**src/rtl/cpu_seq_ctrl.sv**
```systemverilog
// cpu_seq_ctrl: 8-phase instruction sequencer with run/halt/step control and retired-instruction count
module cpu_seq_ctrl #(
  parameter bit AUTO_RUN = 1'b0,
  parameter int ICNT_W   = 16
) (
  input  logic              clk,
  input  logic              rstn,
  input  logic [2:0]        opcode,
  input  logic              zero,
  input  logic              run_req,
  input  logic              step_en,
  input  logic              step_req,
  output logic              sel,
  output logic              rd,
  output logic              ld_ir,
  output logic              inc_pc,
  output logic              ld_pc,
  output logic              data_e,
  output logic              ld_ac,
  output logic              wr,
  output logic              halt,
  output logic [2:0]        phase,
  output logic [1:0]        run_st,
  output logic              instr_done,
  output logic [ICNT_W-1:0] icnt
);
  typedef enum logic [1:0] {STOPPED = 2'd0, RUNNING = 2'd1, HALTED = 2'd2, PAUSED = 2'd3} st_t;
  localparam st_t RST_ST = AUTO_RUN ? RUNNING : STOPPED;
  localparam logic [2:0] HLT = 3'd0, SKZ = 3'd1, STO = 3'd6, JMP = 3'd7;
  st_t st, st_n;
  logic [2:0] ph_n;
  logic done_n, alu, jmp, sto;
  assign run_st = st;
  assign alu = opcode >= 3'd2 && opcode <= 3'd5;
  assign jmp = opcode == JMP;
  assign sto = opcode == STO;
  always_ff @(posedge clk or negedge rstn)
    if (!rstn) begin
      st         <= RST_ST;
      phase      <= 3'd0;
      instr_done <= 1'b0;
      icnt       <= '0;
    end else begin
      st         <= st_n;
      phase      <= ph_n;
      instr_done <= done_n;
      icnt       <= icnt + ICNT_W'(done_n);
    end
  always_comb begin
    st_n   = st;
    ph_n   = phase;
    done_n = 1'b0;
    case (st)
      STOPPED: st_n = run_req ? RUNNING : STOPPED;
      RUNNING:
        if (phase == 3'd4 && opcode == HLT) st_n = HALTED;
        else begin
          ph_n   = phase + 3'd1;
          done_n = phase == 3'd7;
          st_n   = (phase == 3'd7 && step_en) ? PAUSED : RUNNING;
        end
      // resuming at phase 5 lets HLT finish without a second phase-4 inc_pc
      HALTED:
        if (run_req) begin
          st_n = RUNNING;
          ph_n = 3'd5;
        end
      PAUSED:
        if (step_req || run_req) begin
          st_n = RUNNING;
          ph_n = 3'd0;
        end
    endcase
  end
  always_comb begin
    {sel, rd, ld_ir, inc_pc, ld_pc, data_e, ld_ac, wr, halt} = '0;
    if (st == HALTED) halt = 1'b1;
    else if (st == RUNNING)
      case (phase)
        3'd0: sel = 1'b1;
        3'd1: {sel, rd} = 2'b11;
        3'd2, 3'd3: {sel, rd, ld_ir} = 3'b111;
        3'd4: begin
          inc_pc = 1'b1;
          halt   = opcode == HLT;
        end
        3'd5: rd = alu;
        3'd6: begin
          rd     = alu;
          inc_pc = opcode == SKZ && zero;
          ld_pc  = jmp;
          data_e = sto;
        end
        default: begin
          rd     = alu;
          inc_pc = jmp;
          ld_pc  = jmp;
          ld_ac  = alu;
          wr     = sto;
          data_e = sto;
        end
      endcase
  end
endmodule

```
**config.mk**
```make
export PLATFORM = sky130hd
export DESIGN_NAME = cpu_seq_ctrl
export DESIGN_NICKNAME = d
export VERILOG_FILES = /design/src/rtl/cpu_seq_ctrl.sv
export SDC_FILE = /design/constraint.sdc
export NUM_CORES = 1
export LEC_CHECK = 0
export ABC_CLOCK_PERIOD_IN_PS = 2000
export CORE_MARGIN = 1
export CORE_UTILIZATION = 41
export CTS_BUF_LIST = sky130_fd_sc_hd__clkbuf_16
export CTS_CLUSTER_SIZE = 28
export DETAILED_ROUTE_END_ITERATION = 8
export PLACE_DENSITY_LB_ADDON = 0.15
export SYNTH_ARGS = -nofsm -noshare
export SYNTH_HDL_FRONTEND = slang
export SYNTH_SLANG_ARGS = --single-unit
```
**constraint.sdc**
```tcl
create_clock -name clk -period 2 [get_ports clk]
set_input_delay 0.5 -clock clk [delete_from_list [all_inputs] [get_ports clk]]
set_output_delay 0.5 -clock clk [all_outputs]
set_load 0.03 [all_outputs]
```
==> run_1/placement_by_type.png <==
(6 px per micron) Fill, decap, tap and diode cells in gray.
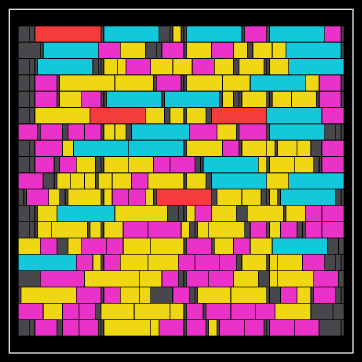
sequential cells -> cyan  # cells 22
remaining buffers and delay cells -> magenta  # cells 79
clock drivers and dummy loads -> red  # cells 4
combinational and other logic -> yellow  # cells 102
Core Region: 2810 sq um
post-route cell area: 2470 sq um
sequential cell area share: 22.5%

==> run_1/clocks.png <==
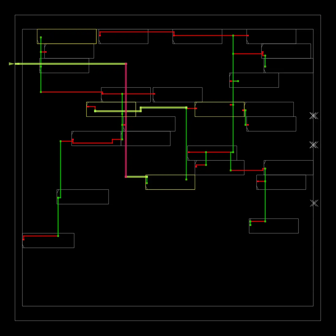
Clock group: 0.557 mW
Worst Skew: 0.00374 ns
CTS Sinks: 22
Seq cells: 22
clock buf count: 3

==> impl_metrics.py, run 1 <==
# Generated from Yosys and OpenROAD reports
metrics = {
    "layout": {
        "comb_cells": 98,
        "mi_logic_area_sq_um": 986,
        "comb_share_pct": 40.0,
        "lay_top_cells": "buf_4, clkdlybuf4s50_1, dfrtp_1",
        "inverters": 4,
        "nNonClkBuffers": 79,
        "seq_area_sq_um": 554,
    },
    "logic_synthesis": {
        "avgSynthCellArea_sq_um": 9.71,
        "yosys_cells": 128,
        "numSynthFlops": 22,
        "synth.cellmix.compoundShare_pct": 10.2,
        "yosysUniqueCellTypes": 32,
        "ys_top_cells_by_area": "dfrtp_1, ha_1, xnor2_1, xor2_1, nor2_1",
        "mux_area_share_pct": 0.806,
    },
    "run_status": {
        "violations": "DRC, setup timing",
        "outcome": "finished with violations",
    },
    "routing": {
        "drc": 8,
        "antenna_left": 0,
    },
    "final_timing": {
        "finalCriticalPeriod_ns": 2.29,
        "fin_crit_sh_pct": 114,
        "setup_slack_ns": -0.290,
        "hold_violations": 0,
        "finalSetupViolCount": 22,
    },
    "clock_network": {
        "cts_buffers": 3,
    },
    "power_and_ir_drop": {
        "powerDensity_nw_per_um2": 1420,
        "clkPwrFrac_pct": 15.9,
        "p_switching_mw": 1.51,
    },
    "global_route": {
        "overflow": 0,
        "grt_pass1_vias": 1400,
    },
    "critical_path": {
        "required_ns": 1.50,
        "slowest_delay_ns": 0.43,
        "crit_buf_inv": 3,
        "worst_path_max_delay_cell": "dfrtp_2",
        "crit_fanout": 4,
    },
    "place": {
        "dp_hpwl_microns": 2510,
    },
    "worst_hold_path": {
        "hold_path_class": "register to register",
    },
}
==> run_1/layer_met2.png <==
(8 px per micron) Cells faint in the background.
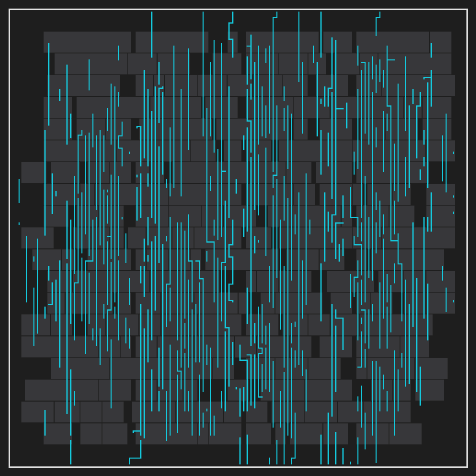
main direction = vertical
nets with wire on the layer = 212
share of all routed wire = 52%
wire length on this layer = 2280 microns
routed vias: 1344
M2 GR Usage: 50.3%
DRT Wirelength: 4410 microns

==> run_1/io_fan.png <==
(6 px per micron)
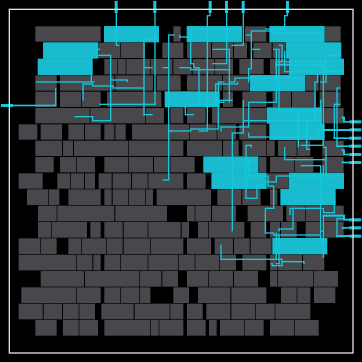
`icnt` -> cyan  # direction output, edge 9 east, 6 north, 1 west, end cells 16, buffers 16, wire 658 microns
num ports: 40
PortBufs: 39

## run 1: state kept, by name, indices dropped and copies added, names as in the netlist
name	flops
icnt	16
instr_done	1
phase	3
run_st	2
## run 1: routing by layer
metal	GRT usage (%)	share of wire [%]	wire length, microns
met4	12.5	3.8	166
met5	0	0	0
met3	5.22	4.4	196
met2	50.3	52	2280
met1	30.6	40	1770
## run 1: cells in the mapped netlist (3+ instances only)
cell and instances:
nor3_1 5, a21oi_1 5, and3_1 3, xor2_1 7
ha_1 8, xnor2_1 8, o21ai_0 6, dfrtp_1 22
clkbuf_2 3, nor2b_1 4, nand2_1 10, nor2_1 15
nand3_1 6, nand2b_1 4, inv_1 4
## run 1: final timing paths
path	slack, ns	to	depth (start not counted)
max	-0.29	inc_pc	7
min	0.48	icnt[15]	1
max reg2reg	-0.19	icnt[10]	13
min reg2reg	0.48	icnt[15]	1
max in group asynchronous	1.14	phase[2]	2
min in group asynchronous	0.61	icnt[12]	2
## run 1: worst register-to-register path: stages, from the launching register on
cell	delay [ns]
dfrtp_2	0.41
buf_6	0.13
inv_6	0.04
ha_4	0.16
buf_8	0.14
nand4b_4	0.10
buf_6	0.10
and3_4	0.18
ha_4	0.16
ha_4	0.15
nand2_4	0.07
nor2_4	0.15
nand4_1	0.14
xnor2_1	0.16
## run 1: what timing repair did
item | 4_1_cts | 5_1_grt
resized | 60 | 21
gates cloned | 0 | 0
hold buffers | 0 | 0
setup buffers | 9 | 2
endpoints found under the setup margin | 24 | 24
pin swaps | 20 | 9
## run 1: through the flow
stage                     hold slack [ns]  std cells  area [sq um]
after floorplan                     0.204        128          1410
after global placement              0.454        225          2030
after detailed placement            0.467        225          2030
after CTS                           0.477        237          2370
after global routing                0.491        238          2470
final                               0.478        238          2470
==> run 2, diff against run 1 <==
- CTS_CLUSTER_DIAMETER: default -> 60
==> run 2 against run 1 <==
  * The flow still finishes with violations (DRC, setup timing)
  * Setup slack unchanged
  * Synthesized cell count unchanged
  * Hold slack unchanged
  * Critical path depth unchanged
  * Non-clock buffer count unchanged
  * Via count unchanged
  * Count of clock-buffer cells in the layout unchanged
  * Register-to-register slack about the same
  * Critical endpoint unchanged
  * Largest power group unchanged
==> impl_metrics.py, run 2 <==
# Generated from Yosys and OpenROAD reports
metrics = {
    "run_status": {
        "outcome": "finished with violations",
        "violations": "DRC, setup timing",
    },
    "final_timing": {
        "setup_slack_ns": -0.290,
        "slew-limit-headroom_pct": 77.5,
        "hold_ws_ns": 0.478,
        "finalClockSkew_ns": 0.00374,
        "finalCriticalPeriod_ns": 2.29,
        "finalSetupViolCount": 22,
        "fin_crit_sh_pct": 114,
    },
    "floorplanning": {
        "design.core.area_sq_um": 2810,
        "chip_area_sq_um": 3250,
        "pin_count": 40,
    },
    "place": {
        "place_inst": 225,
        "portBuffers": 39,
        "placed_cell_area_sq_um": 2030,
        "dp_hpwl_microns": 2510,
    },
    "critical_path": {
        "crit_fanout": 4,
        "slowest_delay_ns": 0.43,
        "required_ns": 1.50,
        "crit_buf_inv": 3,
        "worst_path_max_delay_cell": "dfrtp_2",
    },
    "logic_synthesis": {
        "numSynthFlops": 22,
        "yosysUniqueCellTypes": 32,
        "netlist_top_cells_count": "dfrtp_1, nor2_1, nand2_1",
        "avgSynthCellArea_sq_um": 9.71,
        "ys_top_cells_by_area": "dfrtp_1, ha_1, xnor2_1, xor2_1, nor2_1",
        "most_common_cell": "dfrtp_1",
        "netlist_instances": 128,
    },
    "layout": {
        "top_register": "icnt",
        "lay_top_cells": "buf_4, clkdlybuf4s50_1, dfrtp_1",
        "fin_area_sq_um": 2470,
    },
    "power_and_ir_drop": {
        "finalPower_mw": 3.50,
        "powerDensity_nw_per_um2": 1420,
        "p_switching_mw": 1.51,
        "p_clk_mw": 0.557,
    },
    "global_route": {
        "overflow": 0,
        "grt_pass1_vias": 1400,
    },
    "routing": {
        "detail_route.wirelength_microns": 4410,
        "vias": 1344,
        "drc": 8,
        "antenna_left": 0,
    },
    "worst_hold_path": {
        "hold_path_class": "register to register",
    },
    "clock_network": {
        "clock-sinks": 22,
        "postCtsHoldBufs": 0,
    },
}
-- run 2: cell counts after synthesis --
No cell type changed its count.
-- run 2: metal layers --
layer	routed length (microns)	vias up	GRT usage (%)
met1	1770	664	30.6
li1	-	608	-
met5	0	-	0
met2	2280	54	50.3
met3	196	18	5.22
met4	166	0	12.5
-- run 2: cell type report --
cell class,instances,area [sq um]
Sequential cell,22,554
Timing Repair Buffer,79,754
Clock inverter,1,30.0
Multi-Input combinational cell,98,986
Clock buffer,3,75.1
Inverter,4,27.5
Fill cell,124,339
Tap cell,31,38.8
-- run 2: timing repair --
item                       CTS  global route
setup endpoints to repair   24            24
pin swaps                   20             9
setup buffers                9             2
resized                     60            21
-- run 2: worst register-to-register path: cells and delay by family (launching register included) --
| kind | cells | cell delay [ns] |
|---|---|---|
| buffers and inverters | 4 | 0.41 |
| AND/OR/NAND/NOR | 5 | 0.64 |
| flip-flops | 1 | 0.41 |
| adder cells (fa/ha/maj) | 3 | 0.47 |
| XOR/XNOR | 1 | 0.16 |
-- run 2: kinds of logic (layout without fill, tap and decap cells) --
| group | after synthesis | after routing | share of synthesized area (%) |
|---|---|---|---|
| xor+xnor | 15 | 15 | 10.6 |
| flops | 22 | 22 | 44.3 |
| simple gates | 55 | 55 | 23.3 |
| compound gates | 19 | 19 | 10.2 |
| fa+ha+maj | 8 | 8 | 8.06 |
| buf+inv | 8 | 87 | 2.82 |
| mux | 1 | 1 | 0.806 |
-- run 2: worst paths after layout --
path	slack, ns	depth (start not counted)	start	to
max	-0.29	7	phase[1]	inc_pc
min	0.48	1	icnt[15]	icnt[15]
max reg2reg	-0.19	13	phase[0]	icnt[10]
min reg2reg	0.48	1	icnt[15]	icnt[15]
max in group asynchronous	1.14	2	rstn	phase[2]
min in group asynchronous	0.61	2	rstn	icnt[12]
==> run_2/clk_routes.png <==
(8 px per micron)
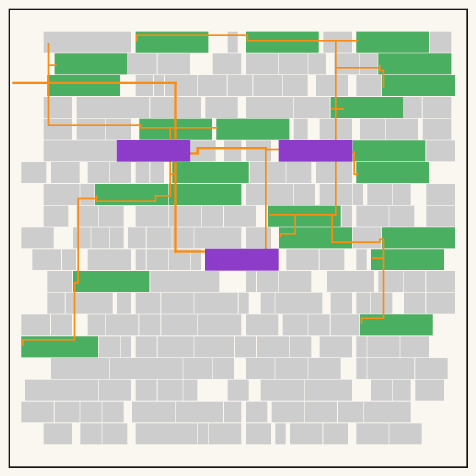
clock drivers -> purple  # count 3
clock wires -> orange  # length 265 microns
flip-flops -> green  # count 22
routed clock nets = 4
clk_lat worst skew: 0.25 ns
Clk pwr share: 15.9%

==> run_2/placement_by_type.png <==
(6 px per micron) Fill, decap, tap and diode cells in gray.
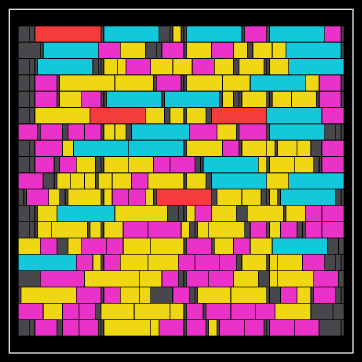
sequential cells -> cyan  # cells 22
combinational and other logic -> yellow  # cells 102
remaining buffers and delay cells -> magenta  # cells 79
clock drivers and dummy loads -> red  # cells 4

==> run_2/clocks.png <==
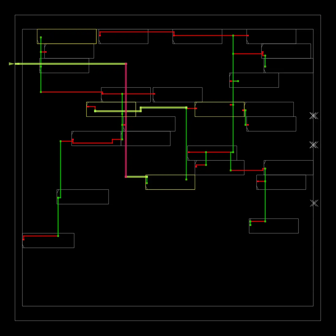
total CTS buffers: 3

Power figures rest on the tool's default switching activity, not on a simulated workload.
